==> images/class_map.png <==
Fill, decap, tap and diode cells in grey.
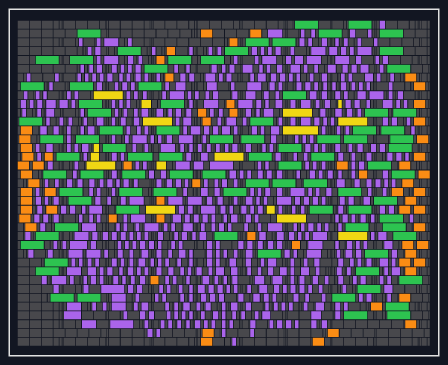
==> images/m3.png <==
The bar under the picture is 50 um long.
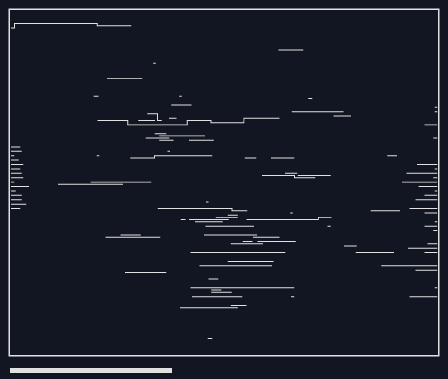
==> images/placed.png <==
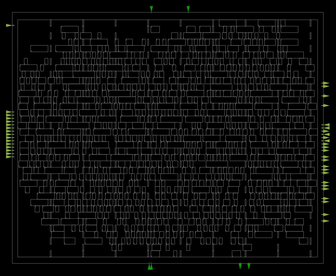
==> images/port_trees.png <==
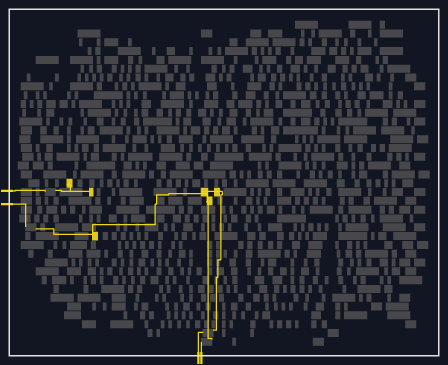
==> config.mk <==
export PLATFORM = sky130hd
export DESIGN_NAME = alu_seq_flat
export DESIGN_NICKNAME = d
export VERILOG_FILES = /design/src/rtl/alu_seq_pkg.sv /design/src/rtl/alu_seq_if.sv /design/src/rtl/alu_seq_mul.sv /design/src/rtl/alu_seq.sv /design/src/flat_wrapper.sv
export SDC_FILE = /design/constraint.sdc
export NUM_CORES = 1
export LEC_CHECK = 0
export ABC_AREA = 1
export CELL_PAD_IN_SITES_DETAIL_PLACEMENT = 1
export CELL_PAD_IN_SITES_GLOBAL_PLACEMENT = 1
export CORE_ASPECT_RATIO = 0.8
export CORE_MARGIN = 2
export CORE_UTILIZATION = 42
export CTS_CLUSTER_SIZE = 8
export DETAILED_ROUTE_END_ITERATION = 16
export MAX_ROUTING_LAYER = met4
export PLACE_DENSITY = 0.9
export SLEW_MARGIN = 30
export SYNTH_ARGS = -nofsm -noshare
export SYNTH_HDL_FRONTEND = slang
export SYNTH_SLANG_ARGS = --single-unit
==> constraint.sdc <==
create_clock -name clk -period 2.4 [get_ports clk]
set_input_delay 0.24 -clock clk [delete_from_list [all_inputs] [get_ports clk]]
set_output_delay 0.24 -clock clk [all_outputs]
set_load 0.01 [all_outputs]
==> deck_impl_summary.md <==
Flow Results at a Glance

Final timing
  – Final setup vio count: 0
  – Unrepaired setup endpoints after global routing: true
  – Slew HR: 53.3%
  – Hold Vio Cnt, Final: 0
  – Max Clock Skew: 6.59 ps
  – Fin. max-slew vios: 0
  – Final hold slack: 475 ps
  – Worst Max-Slew Pin Slew: 698 ps
  – Min Tclk post-route: 2310 ps
  – Setup TNS: 0 ps
  – Post-route worst setup slack: 93.9 ps

Global route
  – Total GRT Usage: 26.6%
  – Initial antenna violation count: 0
  – GR Layer Usage met2: 41.8%
  – Grt peak-use layer: met2
  – Met1 Usage GRT: 36.4%
  – Vias in the first global route: 5,611
  – Largest net degree at the start of global routing: 41

Critical path
  – Number of stages on the worst setup path: 16
  – Crit path max-delay cell type: fa_1
  – Worst Path Max Fanout: 4
  – Slowest stage delay, CP: 400 ps
  – Crit path launch type: register
  – Critical path endpoint category: register
  – Required @ worst endpoint: 2680 ps
  – Critical path class: register to register
  – CP top delay family: simple AND/OR/NAND/NOR gates

Drt
  – DRT met1 WL: 8.75 mm
  – Initial DRC count: 367
  – DR WL/cell: 16.8 um
  – Top layer in use: met4

Placed design
  – Placed inst area: 6190 um^2
  – Placed cells: 1,038
  – DP HPWL: 13.9 mm
  – Pre-CTS WS: 37.3 ps

Hold path
  – HP Class: register to register

Logic synthesis
  – Top cells by area: dfxtp_1 (32%), nand2_1 (13%), ha_1 (9.3%)
  – Post-synth ARST share: 0%
  – Post-synthesis adder-cell area fraction: 10.4%
  – Synth Seq Share: 31.9%
  – Flip-flops with a built-in enable: 0
  – Average size of a mapped cell: 6.64 um^2
  – Synth flops: 88
  – Yosys stat cell total: 831
  – Largest logic family: simple AND/OR/NAND/NOR gates
  – YS chip area: 5520 um^2
  – Mapped Area: 5520 um^2
  – Syn_nets: 899
  – Mux cell area share after synthesis: 0%
  – Yosys cell types: 37
  – AO/OA Area Share: 17.6%
  – Mapped Cells: 831
  – Dominant Register Cell: dfxtp_1
  – YS warnings: 0
  – Basic Gates by Area: 27.1%

Final layout
  – Final non-filler cell total: 1,054
  – Leading cell category by total area: multi-input combinational cells
  – Nonclk buf count: 64
  – Layout cells sized above 1: 5.69%
  – Combinational share of cell area: 48.5%
  – Non-clk invs: 126
  – Clock buffers: 10
  – Flop area: 1760 um^2
  – Fraction of area in non-clock buffers: 9.16%
  – Finished Core Util: 50.7%
  – Clock network share of area: 4.56%
  – Layout area overhead: 17.9%
  – Comb gates: 585
  – Final net count: 942

Power and ir drop
  – Max VDD drop: 382 uV
  – Comb group: 997 uW
  – Max power group: sequential cells
  – Seq power: 1590 uW
  – Internal power: 2700 uW
  – Gate power share: 24.9%
  – NetSw: 1310 uW
  – Static leakage: 0.00304 uW
  – Flop pwr share: 39.6%

Floorplan
  – Number of tapcells: 175
  – Die height: 107 um
  – FP Util: 43.0%

Clock tree
  – Post_cts resized: 0
  – Hold Buf Count CTS: 0
  – Post CTS Setup Buffer Count: 0
  – H-tree levels: 3
  – Clk_lat worst skew: 350 ps
  – Clk sinks: 88
  – Root Driver: clkbuf_16
  – CTS Buf Count: 9
  – CTS tree: yes

Job
  – MaxCap Viol Count: 0

Run status
  – Status: complete, no violations
Notes on class_map.png above:
class	colour	cells	share of their area
clock drivers and dummy loads	yellow	16	4.7%
registers	green	88	28%
remaining buffers and delay cells	orange	64	9.5%
remaining logic cells	purple	711	58%
sequential share of cell area: 27.1%
# rows: 37
final instance area: 6500 um^2

Notes on m3.png above:
wire length on this layer	811 um
longest straight run	31.7 um
main direction	horizontal
nets with wire on the layer	86
via count: 5,730
M3 GR Usage: 4.48%
final WL: 17.7 mm

Notes on placed.png above:
Core Footprint: 12,800 um^2
filler cell count: 1,717

Notes on port_trees.png above:
port	colour	bits	direction	end cells	buffers	wire
`bus_op`	yellow	4	input	6	4	215 um
Top-Level Pins: 47
Buffers on Ports: 46

Power figures rest on the tool's default switching activity, not on a simulated workload.
